===== src/rtl/sel_pkg.sv =====
// Shared types and sizing for the selector distributor.
// One input stream fanned out to N single-entry lanes.
package sel_pkg;
  localparam int W      = 2;
  localparam int N      = 4;
  localparam int SW     = $clog2(N);
  localparam int DROP_W = 8;

  typedef logic [W-1:0]  sym_t;
  typedef logic [SW-1:0] lane_idx_t;
endpackage


===== src/rtl/sel_dist_lane.sv =====
// One-entry holding register for a single output lane.
// A load in the same cycle as a drain keeps the lane full.
module sel_dist_lane
  import sel_pkg::*;
(
  input  logic clk,
  input  logic rst,
  input  logic load,
  input  sym_t data,
  input  logic ready,
  output logic valid,
  output sym_t q,
  output logic can_load
);

  assign can_load = !valid || ready;

  always_ff @(posedge clk) begin
    if (rst) begin
      valid <= 1'b0;
      q     <= '0;
    end else if (load) begin
      valid <= 1'b1;
      q     <= data;
    end else if (valid && ready) begin
      valid <= 1'b0;
    end
  end

endmodule


===== src/rtl/sel_distributor.sv =====
// Routes one input symbol stream to one of N lanes,
// addressed by in_sel or by a round-robin pointer.
module sel_distributor
  import sel_pkg::*;
(
  input  logic                clk,
  input  logic                rst,
  input  logic                mode,
  input  logic [W-1:0]        in_data,
  input  logic [SW-1:0]       in_sel,
  input  logic                in_valid,
  output logic                in_ready,
  output logic [N*W-1:0]      out_data,
  output logic [N-1:0]        out_valid,
  input  logic [N-1:0]        out_ready,
  output logic [SW-1:0]       rr_ptr,
  output logic [DROP_W-1:0]   drop_cnt
);

  lane_idx_t      tgt;
  logic [N-1:0]   can_load;
  logic [N-1:0]   load;
  logic           accept;

  assign tgt      = mode ? rr_ptr : in_sel;
  assign in_ready = can_load[tgt];
  assign accept   = in_valid && in_ready;

  for (genvar i = 0; i < N; i++) begin : g_lane
    assign load[i] = accept && (tgt == lane_idx_t'(i));

    sel_dist_lane u_lane (
      .clk      (clk),
      .rst      (rst),
      .load     (load[i]),
      .data     (in_data),
      .ready    (out_ready[i]),
      .valid    (out_valid[i]),
      .q        (out_data[i*W +: W]),
      .can_load (can_load[i])
    );
  end

  // N is a power of two, so the pointer wraps naturally
  always_ff @(posedge clk) begin
    if (rst) begin
      rr_ptr <= '0;
    end else if (accept && mode) begin
      rr_ptr <= rr_ptr + lane_idx_t'(1);
    end
  end

  always_ff @(posedge clk) begin
    if (rst) begin
      drop_cnt <= '0;
    end else if (in_valid && !in_ready && (drop_cnt != '1)) begin
      drop_cnt <= drop_cnt + DROP_W'(1);
    end
  end

endmodule

===== config.mk =====
export PLATFORM = sky130hd
export DESIGN_NAME = sel_distributor
export DESIGN_NICKNAME = d
export VERILOG_FILES = /design/src/rtl/sel_pkg.sv /design/src/rtl/sel_dist_lane.sv /design/src/rtl/sel_distributor.sv
export SDC_FILE = /design/constraint.sdc
export NUM_CORES = 1
export LEC_CHECK = 0
export CAP_MARGIN = 20
export CORE_ASPECT_RATIO = 0.7
export CORE_UTILIZATION = 30
export CTS_CLUSTER_DIAMETER = 200
export CTS_CLUSTER_SIZE = 10
export DETAILED_ROUTE_END_ITERATION = 8
export PLACE_DENSITY = 0.62
export SYNTH_ARGS = -nofsm -noshare
export SYNTH_HDL_FRONTEND = slang
export SYNTH_HIERARCHICAL = 1
export SYNTH_SLANG_ARGS = --single-unit

===== constraint.sdc =====
create_clock -name clk -period 2.2 [get_ports clk]
set_input_delay 0.44 -clock clk [delete_from_list [all_inputs] [get_ports clk]]
set_output_delay 0.44 -clock clk [all_outputs]
set_load 0.005 [all_outputs]

Run 1, met3 routing:
Scale bar: 20 µm.
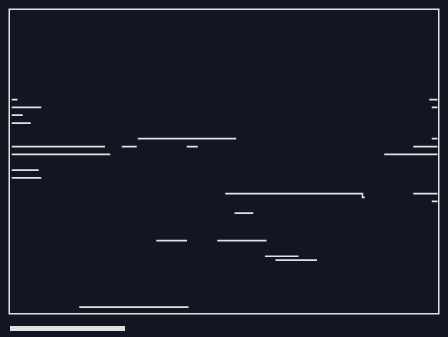
wire length on this layer: 165 µm
main direction: horizontal
longest straight run: 23.7 µm
nets with wire on the layer: 22
met3 Use GR: 0.04808
vias: 1064
final WL: 2890 µm

Run 1, cells colored by class:
Fill, decap, tap and diode cells in gray.
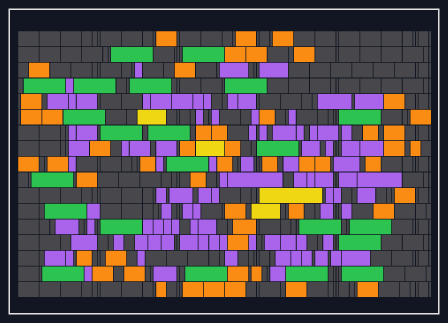
| color | class | cells | share of their area |
|---|---|---|---|
| green | flip-flops | 22 | 27% |
| purple | all other logic | 98 | 41% |
| yellow | clock drivers and dummy loads | 4 | 4.3% |
| orange | other buffers and delay cells | 51 | 28% |
row count: 17
core area: 3318 µm²
Util after Layout: 0.5162
sequential share of cell area: 0.2571

Run 1, metal 2:
Cells faint in the background.
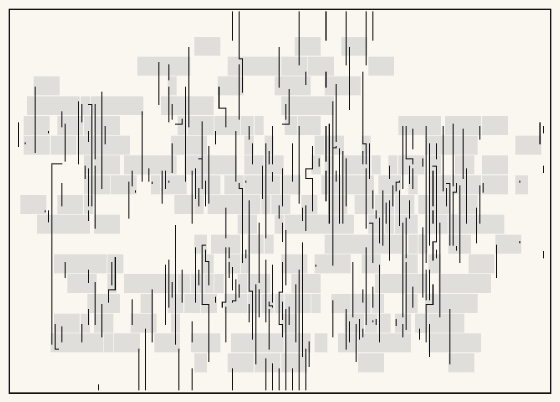
share of all routed wire: 41%
longest straight run: 24.8 µm
nets with wire on the layer: 164
wire length on this layer: 1190 µm
met2 usage: 0.2227

==> results_dict.tcl, run 1 <==
# implementation run metrics
set metrics [dict create \
    crit_required_ns 2.39 \
    via_per_inst 4.793 \
    diodes 0 \
    clockBufferDepth 2 \
    hold_path_depth 2 \
    topCellsByArea "dfxtp_1 40%, mux2i_1 8.2%, nor2_1 6.8%, nand2b_4 5.0%, a21oi_1 4.1%" \
    drv_cap 0 \
    drtIter0Drc 48 \
    cp_top_family "simple AND/OR/NAND/NOR gates" \
    clk_latency_ns 0.26 \
    worst_hold_path_type "flop to flop" \
    numCtsBuffers 3 \
    port_buffers 34 \
    cp-start-kind "input pin" \
    slew_headroom 0.6257 \
    edf_count 0 \
    syn_area_per_cell_um2 8.849 \
    fmax_mhz 470.3 \
    grt_pass1_vias 944 \
    ys_types 33 \
    cp_num_buf_inv 2 \
    yosysWarnings 6 \
    place_inst 216 \
    dominantRegCellSynth "dfxtp_1" \
    fp_nets 137 \
    setup_tns_ns 0 \
    yosys.area.top_type_share 0.4014 \
    slew_violations 0 \
    root_buffer "clkbuf_8" \
    area_growth_pct 56.10 \
    yosys_cells 124 \
    synth_area_leader_cell "dfxtp_1" \
    ys_async_sr_fraction 0 \
    crit_chain "clkdlybuf4s50_1 -> nand2b_4 -> and4_4 -> a31oi_4 -> o2111ai_4 -> buf_6 -> or4_1 -> a21oi_1" \
    irDropWorstVdd_uv 314.4 \
    hpwl_um 2113 \
    drive_above_1_share 0.2400 \
    grt_pass1_wl_um 4554 \
    post-route-drc-count 0 \
    ant_nets 0 \
    gp_congestion 0.8521 \
    worstPathArrival_ns 2.32 \
    hp-start "drop_cnt[1]$_SDFFE_PP0P_" \
    fin_nets 189 \
    outcome "finished, final reports clean" \
    finClkSkew_ns 0.001468 \
    warnings 26 \
    grtUsageTotal 0.1582 \
    wl_per_cell_um 13.02 \
    synth-seq-cells 22 \
    r2r_cells 9 \
    rr_endpoint "g_lane[1].u_lane/q[0]$_SDFFE_PP0P_" \
    dieArea_um2 3907 \
    max_stage_delay_ns 0.49 \
    common_cells "22 x dfxtp_1, 20 x nor2_1, 9 x a21oi_1, 9 x mux2i_1, 8 x inv_1" \
    leakage_nw 0.6312 \
    antenna_found_initial 0 \
    cts_sinks 22 \
    ios 35 \
    synth.most_common_cell "dfxtp_1" \
    ff_latch_area_um2 440.4 \
    seq_area_frac_synth 0.4014 \
    grt_max_degree 16 \
    timing.hold.ws_ns 0.5025 \
    path_max_fanout 6 \
    finalWorstSetupSlack_ns 0.07350 \
    period_used_share 0.9666 \
    worst_slew_pin_slew_ns 0.5598 \
    end_kind "flop" \
    r2r_slack_ns 0.25 \
    initial_core_util 0.3307 \
    whs_endpoint "drop_cnt[1]$_SDFFE_PP0P_" \
    reg2reg_from "rr_ptr[1]$_SDFFE_PP0P_" \
    hold_viol 0 \
    cts_tree "done" \
    h-tree-depth 1 \
    syn_inst 124 \
    n_fill_cell 320 \
    setup_viol 0 \
    drtPass1Iterations 4 \
    mi_logic_area_um2 653.1 \
    path_clk_slew_ns 0.08 \
    synth.cell_area_um2 1097 \
    worstSetupPathType "input pin to flop" \
    die_w_um 74.29 \
    cpMaxStageDelayCell "or4_1" \
    yosys_area_um2 1097 \
    period_needed_ns 2.126 \
    layout.cells.non_filler 222 \
]
[run 1: state kept, by name, indices dropped and copies added, names as in the netlist]
register,count
drop_cnt,8
g_lane.u_lane/valid,4
g_lane.u_lane/q,8
rr_ptr,2
[run 1: how the worst max path moves through the flow]
stage | from | endpoint | slack [ns] | depth (start not counted)
floorplan | mode | g_lane[0].u_lane/q[0]$_SDFFE_PP0P_ | 0.28 | 9
global placement | mode | in_ready | -0.38 | 5
detailed placement | mode | g_lane[1].u_lane/q[1]$_SDFFE_PP0P_ | -0.46 | 10
CTS | in_sel[0] | g_lane[1].u_lane/q[0]$_SDFFE_PP0P_ | 0.003 | 10
global route | in_sel[0] | g_lane[1].u_lane/q[0]$_SDFFE_PP0P_ | -0.001 | 10
finish | out_ready[3] | drop_cnt[7]$_SDFFE_PP0P_ | 0.07 | 8
[run 1: layout by cell type (no fill, tap or decap), types with 2 or more instances in the layout]
cell              n
clkdlybuf4s50_1  32
dfxtp_1          22
nor2_1           19
buf_4            15
mux2i_1           9
a21oi_1           9
inv_1             8
nand2_1           7
nand3_1           4
nand2b_4          4
mux2_2            3
nand4_1           3
clkbuf_8          3
o21ai_2           2
nor2b_1           2
nor3_1            2
o31ai_1           2
or4_1             2
o21ai_0           2
or3_1             2
clkbuf_2          2
[run 1: where the power goes]
group	leakage [nW]	switching, mW	internal [mW]
Clock	0.0357	0.137	0.243
Combinational	0.417	0.0781	0.100
Sequential	0.178	0.0116	0.410
Total	0.631	0.227	0.753
[run 1: tightest hold or removal path: cells and delay by family, from the launching register on]
family,cells,cell delay [ns]
multiplexers,1,0.05
AND/OR/NAND/NOR,1,0.07
flip-flops,1,0.34
[run 1: per-layer routing]
metal,track usage,wire (µm),vias up
li1,-,-,542
met1,0.2229,1492,486
met2,0.2227,1192,32
met3,0.04808,164,4
met4,0.05975,40,0
met5,0,0,-
[run 1: layout make-up]
cell class	count	area share
Inverter	8	0.01753
Clock inverter	1	0.01753
Sequential cell	22	0.2571
Tap cell	47	0.03433
Timing Repair Buffer	51	0.2681
Multi-Input combinational cell	90	0.3813
Clock buffer	3	0.02411
[run 1: per-stage QoR]
step                instance area (µm²)  power [mW]
floorplan                          1097      0.4996
finish                             1713      0.9802
global route                       1713       1.029
CTS                                1660      0.9750
detailed placement                 1585      0.5917
global placement                   1585      0.5881
[run 1: cells by family (layout without fill, tap and decap cells)]
group,count (synthesis),count (layout),synth area share
AND-OR/OR-AND,22,22,0.1380
adder cells (fa/ha/maj),1,1,0.01140
buffers and inverters,12,63,0.04903
flip-flops,22,22,0.4014
multiplexers,12,12,0.1129
AND/OR/NAND/NOR,55,55,0.2873
[run 1: what timing repair did]
item | CTS | global route
endpoints found under the setup margin | 17 | 13
pin swaps | 1 | 1
gates resized | 4 | 12
buffers inserted | 0 | 1
hold buffers | 0 | 0
gates cloned | 0 | 1
Run 1, cell outlines without signal wires:
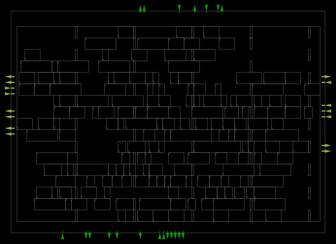

==> inputs of run 2 (changes only) <==
==> constraint.sdc (replaced) <==
create_clock -name clk -period 2.2 [get_ports clk]
set_input_delay 0.33 -clock clk [delete_from_list [all_inputs] [get_ports clk]]
set_output_delay 0.33 -clock clk [all_outputs]
set_load 0.005 [all_outputs]
Run 2, cell outlines without signal wires:
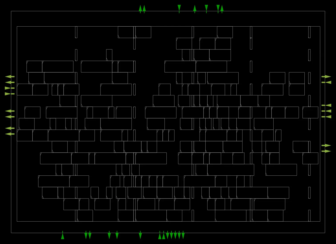
fillcell total: 319
# Taps: 47

Run 2, met3 routing:
Scale bar: 20 µm.
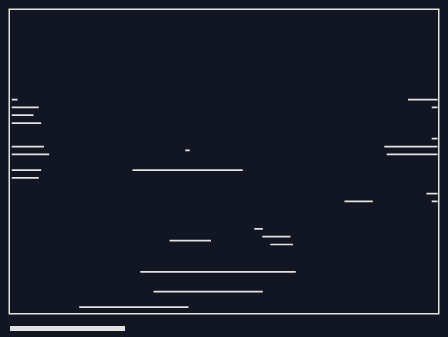
main direction: horizontal
wire length on this layer: 164 µm
nets with wire on the layer: 23
longest straight run: 26.7 µm
vias: 1068
final WL: 2995 µm

==> run 2 against run 1 <==
  * Critical path depth did not move
  * Global-route usage rose by 0.36 points
  * Die area did not move
  * Non-clock buffer count fell by 3
  * Sequential share of layout area rose by 0.81 points
  * Sequential cell count did not move
  * Wire length rose by 3.6%
  * Worst hold slack got worse by 0.0054 ns
  * Clock skew rose by 0.0017 ns
  * Clock power barely moved
  * Via count rose by 0.38%
  * Count of clock-buffer cells in the layout did not move
  * Critical path type unchanged
==> results_dict.tcl, run 2 <==
# implementation run metrics
set metrics [dict create \
    setup_viol 0 \
    syn_area_per_cell_um2 8.849 \
    crit_start "out_ready[3]" \
    layout_top_cell "clkdlybuf4s50_1" \
    synth.cell_area_um2 1097 \
    hpwl_um 2128 \
    syn_inst 124 \
    setup_tns_ns 0 \
    fp_nets 137 \
    common_cells "22 x dfxtp_1, 20 x nor2_1, 9 x a21oi_1, 9 x mux2i_1, 8 x inv_1" \
    yosys.area.top_type_share 0.4014 \
    r2r_slack_ns 0.14 \
    slew_violations 0 \
    worst_hold_path_type "flop to flop" \
    die_w_um 74.29 \
    worstPathArrival_ns 2.33 \
    path_max_fanout 12 \
    layout.cells.non_filler 219 \
    top_regs "drop_cnt x8, g_lane.u_lane/q x8, g_lane.u_lane/valid x4" \
    via_per_inst 4.877 \
    period_needed_ns 2.147 \
    ant_nets 0 \
    fmax_mhz 465.8 \
    seqPwrFrac 0.437 \
    slew_headroom 0.6375 \
    h-tree-depth 1 \
    clk_latency_ns 0.27 \
    end_kind "flop" \
    p_clk_frac 0.395 \
    synthTopLogicFamily "simple AND/OR/NAND/NOR gates" \
    seq_area_frac_synth 0.4014 \
    switchingPower_mw 0.2238 \
    wl_per_cell_um 13.68 \
    yosys_area_um2 1097 \
    area_growth_pct 51.31 \
    use_met3 0.04038 \
    outcome "finished, final reports clean" \
    grt_pass1_wl_um 4657 \
    fa_ha_area_frac 0.01140 \
    drive_above_1_share 0.1860 \
    finClkSkew_ns 0.003169 \
    numCtsBuffers 3 \
    post-route-drc-count 0 \
    synthMuxAreaShare 0.1129 \
    clockBufferDepth 2 \
    initial_core_util 0.3307 \
    synth-seq-cells 22 \
    irDropWorstVdd_uv 300.8 \
    grt.met1_usage 0.2128 \
    row_count 17 \
    cts_sinks 22 \
    diodes 0 \
    hold_viol 0 \
    crit_chain "clkdlybuf4s50_1 -> nand2b_4 -> and4_4 -> a31oi_2 -> o2111ai_2 -> buf_6 -> or4_1 -> a21oi_1" \
    final_cell_mix "32 x clkdlybuf4s50_1, 22 x dfxtp_1, 20 x nor2_1" \
    cts_hold_buf 0 \
    simple_gate_area_frac 0.2873 \
    grtUsageTotal 0.1618 \
    antenna_found_initial 0 \
    ios 35 \
    edf_count 0 \
    drv_cap 0 \
    comb_power_share 0.168 \
    drtPass1Iterations 4 \
    path_clk_slew_ns 0.08 \
    period_used_share 0.9758 \
    cts_tree "done" \
    root_buffer "clkbuf_8" \
    cp-start-kind "input pin" \
    fin_total_pwr_mw 0.9694 \
    fin_nets 186 \
    leakage_nw 0.6146 \
    core_area_um2 3318 \
    grt_pass1_vias 982 \
    place_inst 214 \
    topCellsByArea "dfxtp_1 40%, mux2i_1 8.2%, nor2_1 6.8%, nand2b_4 5.0%, a21oi_1 4.1%" \
    synth_area_leader_cell "dfxtp_1" \
    grt_max_degree 15 \
    gp_congestion 0.8263 \
    worst_slew_pin_slew_ns 0.5420 \
    r2r_cells 6 \
    rr_endpoint "drop_cnt[5]$_SDFFE_PP0P_" \
    drtIter0Drc 40 \
    p_int_mw 0.7456 \
    ys_types 33 \
    place_area_um2 1570 \
    grt_use_met2 0.2515 \
]
==> run 2: cell counts after synthesis <==
Identical to the previous run, type by type.
==> run 2: routing by layer <==
layer	vias to the layer above	share of wire
li1	535	-
met1	494	0.50
met2	35	0.43
met3	4	0.054
met4	0	0.013
met5	-	0
==> run 2: how the worst min path moves through the flow <==
stage                              from  cells after the start                             endpoint  slack [ns]
2_1_floorplan                       rst                      1  g_lane[0].u_lane/valid$_SDFFE_PP0P_        0.40
3_3_place_gp   drop_cnt[1]$_SDFFE_PP0P_                      2             drop_cnt[1]$_SDFFE_PP0P_        0.48
3_5_place_dp   drop_cnt[1]$_SDFFE_PP0P_                      2             drop_cnt[1]$_SDFFE_PP0P_        0.49
4_1_cts        drop_cnt[1]$_SDFFE_PP0P_                      2             drop_cnt[1]$_SDFFE_PP0P_        0.50
5_1_grt        drop_cnt[1]$_SDFFE_PP0P_                      2             drop_cnt[1]$_SDFFE_PP0P_        0.52
6_report       drop_cnt[1]$_SDFFE_PP0P_                      2             drop_cnt[1]$_SDFFE_PP0P_        0.50
==> run 2: what timing repair did <==
item	CTS	global route
pin swaps	0	1
buffers inserted	0	1
gates resized	4	1
endpoints found under the setup margin	2	1
==> run 2: power by group through the flow <==
stage	registers, mW	clock network [mW]	logic [mW]
after floorplan	0.431	0	0.0684
after global placement	0.431	0	0.154
after detailed placement	0.432	0	0.156
after CTS	0.423	0.386	0.156
after global routing	0.425	0.405	0.178
final	0.423	0.383	0.163
==> run 2: kinds of logic (layout without fill, tap and decap cells) <==
family                     Yosys count  in the layout
and+or+nand+nor                     55             55
buffers and inverters               12             60
muxes                               12             12
adders and majority gates            1              1
AOI/OAI and AO/OA                   22             22
DFF                                 22             22
==> run 2: final cells by class <==
| cell class | instances | area [µm²] | area share |
|---|---|---|---|
| inverters | 8 | 30.03 | 0.01809 |
| clock buffers | 3 | 41.29 | 0.02487 |
| flip-flops and latches | 22 | 440.4 | 0.2653 |
| well taps | 47 | 58.81 | 0.03542 |
| repair buffers | 48 | 446.7 | 0.2690 |
| multi-input cells | 90 | 613.1 | 0.3693 |
| clock inverters | 1 | 30.03 | 0.01809 |
==> run 2: critical path, delay by kind of cell <==
kind	cells	cell delay, ns
simple gates	3	0.85
buf+inv	2	0.59
compound gates	3	0.56
Power is estimated from default activity; no workload was simulated.
